File: config.mk
export PLATFORM = sky130hd
export DESIGN_NAME = decoder_scan_n
export DESIGN_NICKNAME = d
export VERILOG_FILES = /design/src/rtl/decoder_scan_n.sv
export SDC_FILE = /design/constraint.sdc
export NUM_CORES = 1
export LEC_CHECK = 0
export CORE_UTILIZATION = 55
export DETAILED_ROUTE_END_ITERATION = 10
export PLACE_DENSITY_LB_ADDON = 0.25
export SYNTH_ARGS = -nofsm -noshare
export SYNTH_HDL_FRONTEND = slang
export SYNTH_SLANG_ARGS = --single-unit
File: constraint.sdc
create_clock -name clk -period 2.55 [get_ports clk]
set_input_delay 0.51 -clock clk [delete_from_list [all_inputs] [get_ports clk]]
set_output_delay 0.51 -clock clk [all_outputs]
set_load 0.02 [all_outputs]
File: src/rtl/decoder_scan_n.sv
// Registered N-to-2^N LED decoder with three-pin enable and direct, running-light,
// blink and latch modes. led and pos are updated together on the same clock edge.
module decoder_scan_n #(
    parameter int SEL_W      = 3,
    parameter int TICK_DIV   = 10_000_000,
    parameter bit ACTIVE_LOW = 1'b1
) (
    input  logic                    clk,
    input  logic                    rst_n,
    input  logic [2:0]              enable,
    input  logic [1:0]              mode,
    input  logic                    dir,
    input  logic                    strobe,
    input  logic [SEL_W-1:0]        switch,
    output logic [(1<<SEL_W)-1:0]   led,
    output logic [SEL_W-1:0]        pos
);

    localparam int OUT_W = 1 << SEL_W;
    localparam int CNT_W = (TICK_DIV > 2) ? $clog2(TICK_DIV) : 1;

    typedef enum logic [1:0] {
        MODE_DIRECT = 2'b00,
        MODE_SCAN   = 2'b01,
        MODE_BLINK  = 2'b10,
        MODE_LATCH  = 2'b11
    } mode_t;

    logic [OUT_W-1:0] led_reg, led_next;
    logic [SEL_W-1:0] pos_reg, pos_next;
    logic [CNT_W-1:0] tick_cnt_reg, tick_cnt_next;
    logic             phase_reg, phase_next;
    mode_t            mode_q_reg;

    logic             en;
    logic             entry;
    logic             tick;
    mode_t            mode_cur;
    logic [OUT_W-1:0] onehot;
    logic [OUT_W-1:0] led_idle;
    logic [OUT_W-1:0] led_active;

    assign en       = enable[2] & ~enable[1] & ~enable[0];
    assign mode_cur = mode_t'(mode);
    assign entry    = (mode_cur != mode_q_reg);
    assign tick     = en && !entry && (tick_cnt_reg == CNT_W'(TICK_DIV - 1));

    // Decode is taken from the next position so led and pos always agree.
    for (genvar gi = 0; gi < OUT_W; gi++) begin : g_dec
        assign onehot[gi] = (pos_next == SEL_W'(gi));
    end

    assign led_idle   = {OUT_W{ACTIVE_LOW}};
    assign led_active = onehot ^ {OUT_W{ACTIVE_LOW}};

    always_comb begin
        pos_next      = pos_reg;
        phase_next    = phase_reg;
        tick_cnt_next = tick_cnt_reg;
        led_next      = led_idle;

        if (!en) begin
            tick_cnt_next = '0;
            phase_next    = 1'b1;
        end else if (entry) begin
            tick_cnt_next = '0;
            phase_next    = 1'b1;
            if (mode_cur != MODE_LATCH) begin
                pos_next = switch;
            end
        end else begin
            tick_cnt_next = tick ? '0 : tick_cnt_reg + CNT_W'(1);
            case (mode_cur)
                MODE_DIRECT: pos_next = switch;
                MODE_SCAN: begin
                    if (tick) begin
                        pos_next = dir ? pos_reg - SEL_W'(1) : pos_reg + SEL_W'(1);
                    end
                end
                MODE_BLINK: begin
                    pos_next = switch;
                    if (tick) begin
                        phase_next = ~phase_reg;
                    end
                end
                MODE_LATCH: begin
                    if (strobe) begin
                        pos_next = switch;
                    end
                end
                default: pos_next = pos_reg;
            endcase
        end

        if (en && !(mode_cur == MODE_BLINK && !phase_next)) begin
            led_next = led_active;
        end
    end

    always_ff @(posedge clk) begin
        if (!rst_n) begin
            led_reg      <= {OUT_W{ACTIVE_LOW}};
            pos_reg      <= '0;
            tick_cnt_reg <= '0;
            phase_reg    <= 1'b1;
            mode_q_reg   <= MODE_DIRECT;
        end else begin
            led_reg      <= led_next;
            pos_reg      <= pos_next;
            tick_cnt_reg <= tick_cnt_next;
            phase_reg    <= phase_next;
            mode_q_reg   <= mode_cur;
        end
    end

    assign led = led_reg;
    assign pos = pos_reg;

endmodule
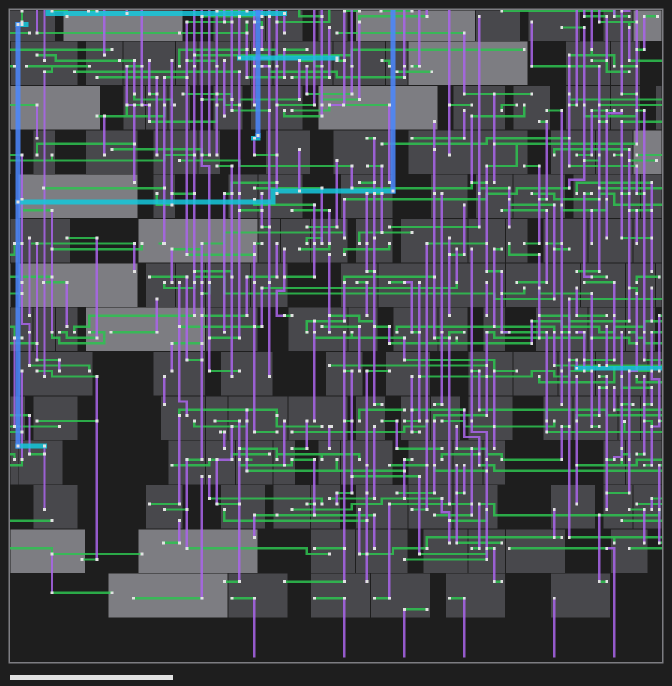
run_1/closeup.png
Scale bar: 10 um. Region (11, 0) to (51, 40) um. Cells in gray, sequential cells in the stronger gray; small squares are vias.
blue -> M4
purple -> M2
green -> M1
cyan -> M3
cells with their middle in the window = 144
netlist names of flops here include = tick_cnt_reg (8), mode_q_reg (2)
most frequent = buf_4 (22), dfxtp_1 (12), nor2_1 (11)
sequential cells in the window = 12

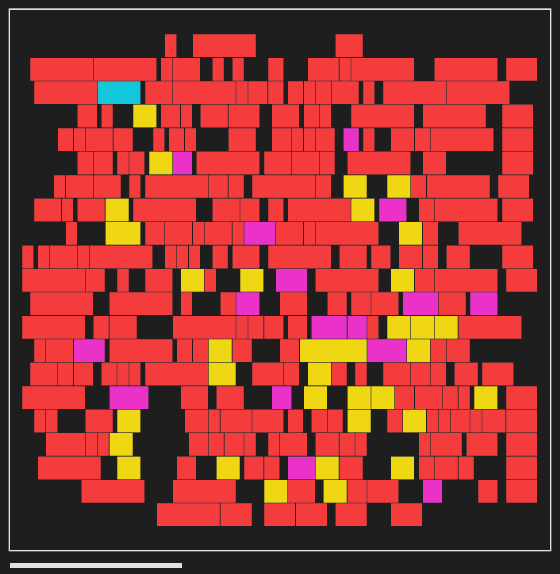
run_1/sizing.png
Scale bar: 20 um.
magenta -> x2  # cells 16, share 5.6%
cyan -> x6 and larger  # cells 1, share 0.35%
yellow -> x3 and x4  # cells 33, share 12%
red -> x1 and smaller  # cells 235, share 82%

==> deck_impl_summary.md, run 1 <==
Run Summary

Setup path
  – Top Family by Delay on Critical Path: simple AND/OR/NAND/NOR gates
  – Ordered cell list for the critical path: ha_1 -> nand4_2 -> or4_4 -> or2_4 -> mux2_2 -> and3b_2 -> or3b_1
  – Crit path DAT: 2670 ps
  – Critical path class: flop to flop
  – CP Launch Type: flop
  – CP bufs+invs: 0
  – CP max FO: 4
  – Crit path largest cell delay: 520 ps
  – Crit path DRT: 2780 ps
  – Slowest cell on the critical path: or4_4
  – Endpoint class of the critical path: flop

Die
  – Boundary Pins: 23
  – Row cnt: 21
  – Pre-placement core utilization: 59.2%
  – Die ar.: 3920 sq um
  – Die width: 62.6 um
  – Core footprint: 3420 sq um
  – Chip height: 62.6 um

Final layout
  – # diodes: 0
  – Final instance area: 2510 sq um
  – Layout Nets: 298
  – Max reg flops: 24
  – Area Growth Syn to Fin: 24.3%
  – Fillers: about 270
  – Layout cells sized above 1: 17.5%
  – Comb. cell area: 1200 sq um
  – Seq. cell area: 761 sq um
  – Post-Route Utilization: between 70% and 80%

Power
  – Seq. pwr: 0.000606 W
  – Flop pwr share: a little under three fifths
  – Clock group: 0.000323 W
  – Power per cell area: 422 nW/um^2
  – Pint: 0.000804 W
  – P_comb: 0.000132 W
  – Top Consumer: registers
  – Psw: 0.000257 W
  – Peak VDD IR: 0.000323 V
  – Sw Share: 24.2%
  – Pleak: 0.862 nW
  – Comb pwr share: 12.4%
  – Clock power frac: a little under a third

Status
  – Run status: finished clean

STA
  – Setup Skew: 5.56 ps
  – Final Hold Viols: 0
  – Slew headroom: between 50% and 60%
  – Final setup violation count: 0
  – Period utilisation layout: 95.4%
  – Fmax: 0.411 GHz
  – Fin. max-slew vios: 0
  – Worst Max-Slew Pin Slew: 638 ps
  – Worst hold slack: 476 ps
  – Min Tclk post-route: 2430 ps
  – RSZ-0062 raised after global routing: false

Yosys
  – Most frequent cell after synthesis: dfxtp_1
  – Post-synth design cell area: 2020 sq um
  – Mapped Cells: approximately 240
  – Synth mux share: about 1.1%
  – Area share, top type: 37.6%
  – Post-synth seq share: 37.6%
  – Main area contributors: dfxtp_1 (38%), nor2_1 (5.9%), xor2_1 (5.6%)
  – Fa+ha+maj area frac: 1.61%
  – Distinct cells, synth: 55
  – Top cells by count: dfxtp_1 (38), nor2_1 (32), nand3_1 (19)
  – Synth Area in Compound Gates: 10.1%
  – Area leader, netlist: dfxtp_1
  – EDFF count, synth: 0
  – XOR Share, Synth: 10.4%
  – Ys flops: 38
  – Number of cells in Yosys stat: 237
  – Dominant comb cell: simple AND/OR/NAND/NOR gates
  – Avg Cell Area, Syn: 8.53 sq um
  – Synth warn: 0
  – Simple-Gate Area Share: 36.0%
  – Top_reg_cell synth: dfxtp_1
  – Post-Syn Nets: 251
  – Ys async rst share: 0%

Clock network
  – Clock Pin Slew Worst Setup and Hold Paths: 110 ps
  – Max Root-Sink Buffers: 2
  – Skew-Pair Late Insertion Delay: 340 ps
  – Clock tree from TritonCTS: built
  – Post-CTS Hold Fix Bufs: 0
  – Setup Buffers After CTS: 0
  – Post_cts resized: 0
  – Clock root buffer: clkbuf_4
  – Clock sinks: 38
  – CTS buffer count: 5
  – H-tree levels: 2

Place
  – Gpl congestion: 0.861
  – Area after DPL: 2450 sq um
  – Port buffer count: 22
  – Hpwl dp: 3320 um

Hold path
  – Path type of the worst min-delay path: flop to flop

Global route
  – Largest net degree at the start of global routing: 25
  – Gr usage total: 24.9%
  – Vias in the first global route: 1835
  – First-pass GRT wire length: 7710 um
  – Initial antenna violation count: 0
  – Total grt overflow: 0

Route
  – Routed Antenna Nets: 0
  – DRC violations left: 0
  – Iteration count of the initial detailed-routing pass: 4
  – Vias per std cell: ~5.6
  – DR iter-0 viols: about 150
  – Routed len/inst: 13.3 um

Flow run
  – Max-cap violations: 0
  – Tool warnings: 26
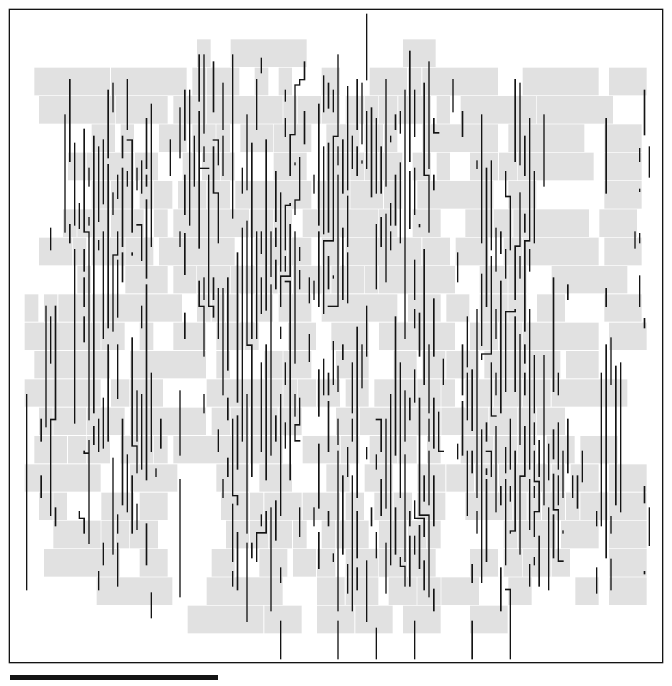
run_1/m2.png
Scale bar: 20 um.
share of all routed wire = 50%
nets with wire on the layer = 253
main direction = vertical
grt met2 use: 46.1%
Vias: 1857
final wirelength: 4390 um

## run 1: cell usage in the layout (no fill, tap or decap), types with 3 or more instances in the layout
master and instances:
nand2_1 12, xnor2_1 11, nand3b_1 3, nand4_1 9, nor4b_1 3, o21ai_0 10, and4_1 3, nor2b_1 4
nor2_1 32, nor3_1 5, buf_4 25, and2_1 3, inv_1 8, a21oi_1 6, clkdlybuf4s50_1 22, xor2_1 13
nand2b_1 3, or3_1 3, dfxtp_1 38, or2_2 4, nand3_1 19, clkbuf_4 5, nor3b_1 5
## run 1: through the flow
stage | setup TNS (ps) | worst slack (ps) | std cells | power, W
global placement | -558 | -150 | 323 | 0.000748
CTS | 0 | 116 | 331 | 0.00107
global route | 0 | 14.5 | 331 | 0.00112
finish | 0 | 118 | 331 | 0.00106
floorplan | 0 | 168 | 237 | 0.000684
detailed placement | -1260 | -238 | 323 | 0.000750
## run 1: final cells by class
class,count,area share (%)
flip-flops and latches,38,30.3
clock buffers,7,2.19
repair buffers,47,16.2
clock inverters,1,0.199
well taps,46,2.29
multi-input cells,184,47.6
inverters,8,1.20
## run 1: layer usage
layer  wire length [um]  vias up  share of wire (%)  global-route usage (%)
met3                159        7                3.6                    5.11
met1               1960      880                 45                    27.3
met5                  0        -                  0                       0
li1                   -      934                  -                       -
met4                 61        0                1.4                    10.2
met2               2200       36                 50                    46.1
## run 1: worst paths after layout
kind	from	end	slack, ps	cells past startpoint
max reg2reg	tick_cnt_reg[0]	led[3]	120	7
min	tick_cnt_reg[0]	tick_cnt_reg[0]	480	1
min reg2reg	tick_cnt_reg[0]	tick_cnt_reg[0]	480	1
max	tick_cnt_reg[0]	led[3]	120	7
==> run 1 -> run 2 <==
--- a/config.mk
+++ b/config.mk
@@ -5,7 +5,7 @@
 export SDC_FILE = /design/constraint.sdc
 export NUM_CORES = 1
 export LEC_CHECK = 0
-export CORE_UTILIZATION = 55
+export CORE_UTILIZATION = 40
 export DETAILED_ROUTE_END_ITERATION = 10
 export PLACE_DENSITY_LB_ADDON = 0.25
 export SYNTH_ARGS = -nofsm -noshare
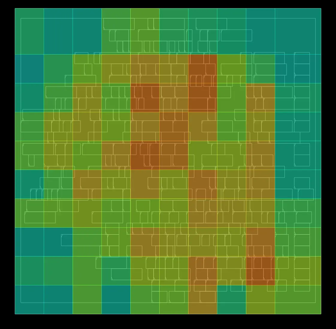
run_2/congestion_map.png
gr usage total: 17.6%
Top Usage Layer GRT: met2
met3 Usage GRT: 4.14%

==> run 2 against run 1 <==
  * Setup slack worse by 27 ps
  * Final area rose by 5.9%
  * Sequential share of layout area shrank 1.7 points
  * Clock power up about 90%
==> deck_impl_summary.md, run 2 <==
Run Summary

Power
  – P_comb: 0.000137 W (+4%)
  – Peak VDD IR: 0.000324 V (+0.34%)
  – Power per cell area: 510 nW/um^2 (+21%)
  – Comb pwr share: 10.1% (-2.3 points)
  – Clock group: 0.000615 W (+90%)
  – Clock power frac: 45.3% (+15 points)
  – Top Consumer: clock
  – Psw: 0.000292 W (+14%)
  – Sw Share: 21.5% (-2.7 points)
  – Flop pwr share: 44.6% (-13 points)
  – Pleak: 0.920 nW (+6.7%)

STA
  – Worst Max-Slew Pin Slew: 581 ps (-56.8 ps)
  – Post-Route Setup TNS: 0 ps (unchanged)
  – Setup Skew: 3.32 ps (-2.24 ps)
  – Period utilisation layout: 96.4% (+1.0 points)
  – Fmax: 0.407 GHz (-1.1%)
  – Final WS setup: 91.2 ps (-26.7 ps)
  – Fin. max-slew vios: 0 (unchanged)
  – Min Tclk post-route: 2460 ps (+26.7 ps)

Clock network
  – Max Root-Sink Buffers: 2 (unchanged)
  – H-tree levels: 2 (unchanged)
  – Clock root buffer: clkbuf_8
  – Skew-Pair Late Insertion Delay: 290 ps (-50 ps)
  – CTS buffer count: 5 (unchanged)
  – Clock tree from TritonCTS: built
  – Setup Buffers After CTS: 0 (unchanged)
  – Clock Pin Slew Worst Setup and Hold Paths: 80 ps (-30 ps)
  – Clock sinks: 38 (unchanged)

Yosys
  – Ys async rst share: 0% (unchanged)
  – Number of cells in Yosys stat: 237 (unchanged)
  – Post-synth seq share: 37.6% (unchanged)
  – EDFF count, synth: 0 (unchanged)
  – Area share, top type: 37.6% (unchanged)
  – Most frequent cell after synthesis: dfxtp_1
  – Area leader, netlist: dfxtp_1
  – Ys flops: 38 (unchanged)
  – Synth warn: 0 (unchanged)
  – Main area contributors: dfxtp_1 (38%), nor2_1 (5.9%), xor2_1 (5.6%)
  – Distinct cells, synth: 55 (unchanged)
  – Top cells by count: dfxtp_1 (38), nor2_1 (32), nand3_1 (19)
  – Mapped Cells: 237 (unchanged)

Route
  – DR iter-0 viols: 37 (-75%)
  – Routed Antenna Nets: 0 (unchanged)
  – DRC violations left: 0 (unchanged)
  – Met1 wire length: 2190 um (+11%)
  – Iteration count of the initial detailed-routing pass: 4 (unchanged)
  – Top sig layer: met4
  – Met3 Routed Length: 119 um (-25%)
  – Vias per std cell: 5.02 (-10%)
  – Met2 WL: 1960 um (-11%)

Setup path
  – Critical path class: flop to flop
  – Endpoint class of the critical path: flop
  – CP Launch Type: flop
  – Flop-to-flop setup slack: 90 ps (-30 ps)
  – Slowest cell on the critical path: or4_4
  – CP max FO: 4 (unchanged)
  – R2r startpoint: tick_cnt_reg[0]
  – Crit path DAT: 2640 ps (-30 ps)
  – Crit path largest cell delay: 520 ps (about the same)
  – R2r endpoint: led[3]
  – Ordered cell list for the critical path: ha_1 -> nand4_2 -> or4_4 -> or2_4 -> mux2_2 -> and3b_2 -> or3b_1
  – Worst reg2reg path depth: 7 (unchanged)

Final layout
  – Layout Nets: 303 (+1.7%)
  – Area Growth Syn to Fin: 31.6%
  – Layout cells sized above 1: 19.7% (+2.1 points)
  – Commonest Layout Cell: dfxtp_1
  – Most numerous logic cells after layout: dfxtp_1 (38), nor2_1 (32), buf_4 (30), clkdlybuf4s50_1 (22), nand3_1 (19)
  – # diodes: 0 (unchanged)
  – Final cell count without fillers: 357 (+7.9%)

Flow run
  – Tool warnings: 26 (unchanged)
  – Max-cap violations: 0 (unchanged)

Place
  – Inst Count DP: 349 (+8.0%)
  – Port buffer count: 22 (unchanged)
  – Hpwl dp: 3250 um (-2.0%)

Die
  – Die width: 73.1 um (+17%)
  – Row cnt: 25 (+19%)
  – Pre-placement core utilization: 42.2% (-17 points)
  – Die ar.: 5340 sq um (+36%)
  – Core footprint: 4790 sq um (+40%)
  – Boundary Pins: 23 (unchanged)

Global route
  – Total grt overflow: 0 (unchanged)
  – Initial antenna violation count: 0 (unchanged)
  – Grt met2 use: 28.8% (-17 points)
  – Vias in the first global route: 1623 (-12%)
  – Met1 Track Usage GR: 23.1% (-4.3 points)
  – First-pass GRT wire length: 7270 um (-5.7%)

Status
  – Run status: finished clean

Hold path
  – Path type of the worst min-delay path: flop to flop
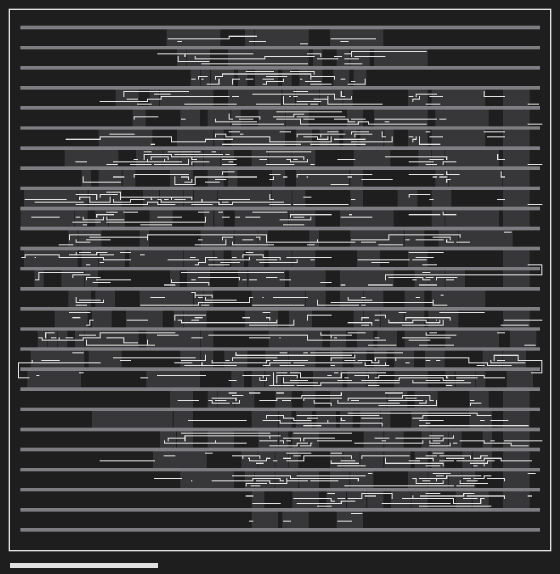
run_2/m1.png
Scale bar: 20 um. Supply wires on this layer in gray.
nets with wire on the layer = 278
main direction = horizontal
Vias: 1793
final wirelength: 4320 um

## run 2: worst max-delay path: cells and delay by family (launching register included)
family	cells	cell delay (ps)
fa+ha+maj	1	200
mux	1	250
flops	1	380
simple gates	5	1530
## run 2: repair_timing
item | in CTS | in global routing
endpoints found under the setup margin | 0 | 1
hold buffers | 0 | 0
resized | 0 | 1
## run 2: per-stage QoR
stage | cell area [sq um] | power, W | utilization, % | hold WS, ps
global route | 2660 | 0.00140 | 55.6 | 506
CTS | 2650 | 0.00137 | 55.5 | 480
finish | 2660 | 0.00136 | 55.6 | 472
global placement | 2520 | 0.000755 | 52.6 | 447
floorplan | 2020 | 0.000684 | - | 426
detailed placement | 2520 | 0.000756 | 52.6 | 461
## run 2: cells by family (layout without fill, tap and decap cells)
group / after synthesis / count (layout) / synth area share (%)
multiplexers: 2 / 2 / 1.05
XOR/XNOR: 24 / 24 / 10.4
AND-OR/OR-AND: 29 / 29 / 10.1
buffers and inverters: 15 / 68 / 3.22
AND/OR/NAND/NOR: 127 / 127 / 36.0
adder cells (fa/ha/maj): 2 / 2 / 1.61
flip-flops: 38 / 38 / 37.6
## run 2: how the worst max path moves through the flow
stage	from	endpoint	slack (ps)	cells after the start
2_1_floorplan	enable[1]	led[3]	170	6
3_3_place_gp	enable[2]	led[3]	-120	7
3_5_place_dp	enable[2]	led[3]	-150	7
4_1_cts	tick_cnt_reg[0]	led[3]	100	7
5_1_grt	tick_cnt_reg[0]	led[3]	20	7
6_report	tick_cnt_reg[0]	led[3]	90	7
## run 2: cell type report
class | count | area [sq um]
Clock inverter | 3 | 68.8
Tap cell | 67 | 83.8
Timing Repair Buffer | 52 | 445
Multi-Input combinational cell | 184 | 1200
Clock buffer | 5 | 68.8
Fill cell | 470 | 2130
Sequential cell | 38 | 761
Inverter | 8 | 30.0
==> run 2 -> run 3 <==
--- a/config.mk
+++ b/config.mk
@@ -7,6 +7,7 @@
 export LEC_CHECK = 0
 export CORE_UTILIZATION = 40
 export DETAILED_ROUTE_END_ITERATION = 10
+export HOLD_SLACK_MARGIN = 0.15
 export PLACE_DENSITY_LB_ADDON = 0.25
 export SYNTH_ARGS = -nofsm -noshare
 export SYNTH_HDL_FRONTEND = slang
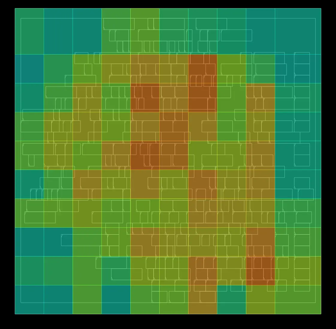
run_3/congestion_map.png
Post-Route Utilization: 55.6%
met1 Track Usage GR: 23.1%
grt met2 use: 28.8%

==> run 3 against run 2 <==
  * Flip-flop count stayed put
  * Clock power hardly changed
  * Critical path type unchanged
  * Cell count stayed put
  * Fmax stayed put
  * Sequential power hardly changed
  * Via count stayed put
  * Global-route usage stayed put
  * Die area stayed put
  * Setup slack stayed put
==> deck_impl_summary.md, run 3 <==
Run Summary

STA
  – Post-Route Setup TNS: 0 ps (unchanged)
  – Worst hold slack: 472 ps (unchanged)
  – Min Tclk post-route: 2460 ps (unchanged)
  – Final WS setup: 91.2 ps (unchanged)
  – Worst Max-Slew Pin Slew: 581 ps (unchanged)
  – Slew headroom: 60.9%
  – Final Hold Viols: 0
  – Period utilisation layout: 96.4% (unchanged)
  – Setup Skew: 3.32 ps (unchanged)
  – Fin. max-slew vios: 0 (unchanged)
  – Fmax: 0.407 GHz (unchanged)

Yosys
  – Main area contributors: dfxtp_1 (38%), nor2_1 (5.9%), xor2_1 (5.6%)
  – Distinct cells, synth: 55 (unchanged)
  – Ys async rst share: 0% (unchanged)
  – Mapped Cells: 237 (unchanged)
  – EDFF count, synth: 0 (unchanged)
  – Post-synth seq share: 37.6% (unchanged)
  – Ys flops: 38 (unchanged)
  – Area leader, netlist: dfxtp_1
  – Area share, top type: 37.6% (unchanged)
  – Post-Syn Nets: 251
  – Synth warn: 0 (unchanged)
  – Post-synth design cell area: 2020 sq um
  – Top cells by count: dfxtp_1 (38), nor2_1 (32), nand3_1 (19)
  – Most frequent cell after synthesis: dfxtp_1
  – Number of cells in Yosys stat: 237 (unchanged)

Power
  – Pleak: 0.920 nW (unchanged)
  – Peak VDD IR: 0.000324 V (unchanged)
  – Power per cell area: 510 nW/um^2 (unchanged)

Clock network
  – Skew-Pair Late Insertion Delay: 290 ps (about the same)
  – Setup Buffers After CTS: 0 (unchanged)
  – Clock sinks: 38 (unchanged)
  – CTS buffer count: 5 (unchanged)
  – Clock Pin Slew Worst Setup and Hold Paths: 80 ps (about the same)
  – Clock tree from TritonCTS: built
  – Clock root buffer: clkbuf_8
  – H-tree levels: 2 (unchanged)
  – Max Root-Sink Buffers: 2 (unchanged)

Global route
  – Gr usage total: 17.6% (unchanged)
  – Vias in the first global route: 1623 (unchanged)
  – Total grt overflow: 0 (unchanged)
  – Initial antenna violation count: 0 (unchanged)
  – First-pass GRT wire length: 7270 um (unchanged)
  – Largest net degree at the start of global routing: 25

Setup path
  – Slowest cell on the critical path: or4_4
  – Critical path class: flop to flop
  – Worst Setup SP: tick_cnt_reg[0]
  – Crit path largest cell delay: 520 ps (about the same)
  – CP max FO: 4 (unchanged)
  – Crit path DAT: 2640 ps (about the same)
  – Ordered cell list for the critical path: ha_1 -> nand4_2 -> or4_4 -> or2_4 -> mux2_2 -> and3b_2 -> or3b_1
  – CP Launch Type: flop
  – R2r endpoint: led[3]
  – CP endpoint: led[3]
  – Worst reg2reg path depth: 7 (unchanged)
  – Endpoint class of the critical path: flop
  – R2r startpoint: tick_cnt_reg[0]
  – Flop-to-flop setup slack: 90 ps (about the same)

Die
  – Row cnt: 25 (unchanged)
  – Die ar.: 5340 sq um (unchanged)
  – Pre-placement core utilization: 42.2% (unchanged)
  – Chip height: 73.1 um
  – Core footprint: 4790 sq um (unchanged)
  – Die width: 73.1 um (unchanged)
  – Boundary Pins: 23 (unchanged)

Route
  – Final wirelength: 4320 um (unchanged)
  – Vias per std cell: 5.02 (unchanged)
  – DRC violations left: 0 (unchanged)
  – Routed len/inst: 12.1 um
  – Iteration count of the initial detailed-routing pass: 4 (unchanged)
  – Vias: 1793 (unchanged)
  – DR iter-0 viols: 37 (unchanged)
  – Routed Antenna Nets: 0 (unchanged)

Flow run
  – Max-cap violations: 0 (unchanged)
  – Tool warnings: 26 (unchanged)

Final layout
  – Layout cells sized above 1: 19.7% (unchanged)
  – Max reg flops: 24
  – Commonest Layout Cell: dfxtp_1
  – Most numerous logic cells after layout: dfxtp_1 (38), nor2_1 (32), buf_4 (30), clkdlybuf4s50_1 (22), nand3_1 (19)
  – Layout Nets: 303 (unchanged)
  – # diodes: 0 (unchanged)

Hold path
  – Path type of the worst min-delay path: flop to flop
  – Hold Crit Start: tick_cnt_reg[0]

Status
  – Run status: finished clean

Place
  – Hpwl dp: 3250 um (unchanged)
  – Port buffer count: 22 (unchanged)
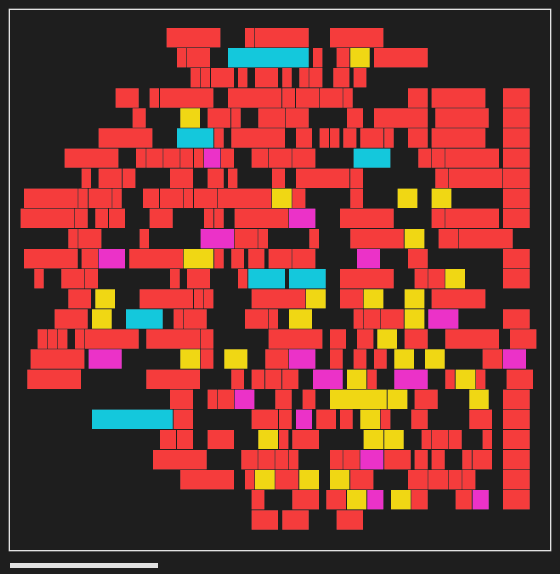
run_3/sizing.png
Scale bar: 20 um.
magenta -> x2  # cells 16, share 5.5%
cyan -> x6 and larger  # cells 7, share 2.4%
red -> x1 and smaller  # cells 233, share 80%
yellow -> x3 and x4  # cells 34, share 12%
final instance area: 2660 sq um
Area Growth Syn to Fin: 31.6%

-- run 3: timing repair --
action | 4_1_cts | 5_1_grt
hold buffers | 0 | 0
gates resized | 0 | 1
setup endpoints to repair | 0 | 1
-- run 3: per-stage QoR --
step | std cells | total power (W) | cell area [sq um]
2_1_floorplan | 237 | 0.000684 | 2020
3_3_place_gp | 349 | 0.000755 | 2520
3_5_place_dp | 349 | 0.000756 | 2520
4_1_cts | 357 | 0.00137 | 2650
5_1_grt | 357 | 0.00140 | 2660
6_report | 357 | 0.00136 | 2660
-- run 3: area by class of cell --
type                            count  area, sq um
Multi-Input combinational cell    184         1200
Timing Repair Buffer               52          445
Sequential cell                    38          761
Inverter                            8         30.0
Clock inverter                      3         68.8
Fill cell                         470         2130
Tap cell                           67         83.8
Clock buffer                        5         68.8
-- run 3: logic make-up (layout without fill, tap and decap cells) --
family	after synthesis	after routing	synth area share (%)
AND/OR/NAND/NOR	127	127	36.0
flip-flops	38	38	37.6
AND-OR/OR-AND	29	29	10.1
XOR/XNOR	24	24	10.4
buffers and inverters	15	68	3.22
adder cells (fa/ha/maj)	2	2	1.61
multiplexers	2	2	1.05
-- run 3: routing by layer --
layer	vias up	part of all wire [%]	GRT usage [%]
li1	951	-	-
met1	814	51	23.1
met2	24	45	28.8
met3	4	2.8	4.14
met4	0	1.1	5.23
met5	-	0	0
-- run 3: worst max-delay path: cells and delay by family, from the launching register on --
family,cells,cell delay [ps]
flip-flops,1,380
multiplexers,1,250
AND/OR/NAND/NOR,5,1530
adder cells (fa/ha/maj),1,200
-- run 3: report_power, final --
group	leakage, nW	internal, W	total [W]	switching (W)
clock	0.0683	0.000392	0.000615	0.000223
combinational	0.544	0.0000752	0.000137	0.0000618
sequential	0.307	0.000598	0.000605	0.00000705
Power figures rest on the tool's default switching activity, not on a simulated workload.
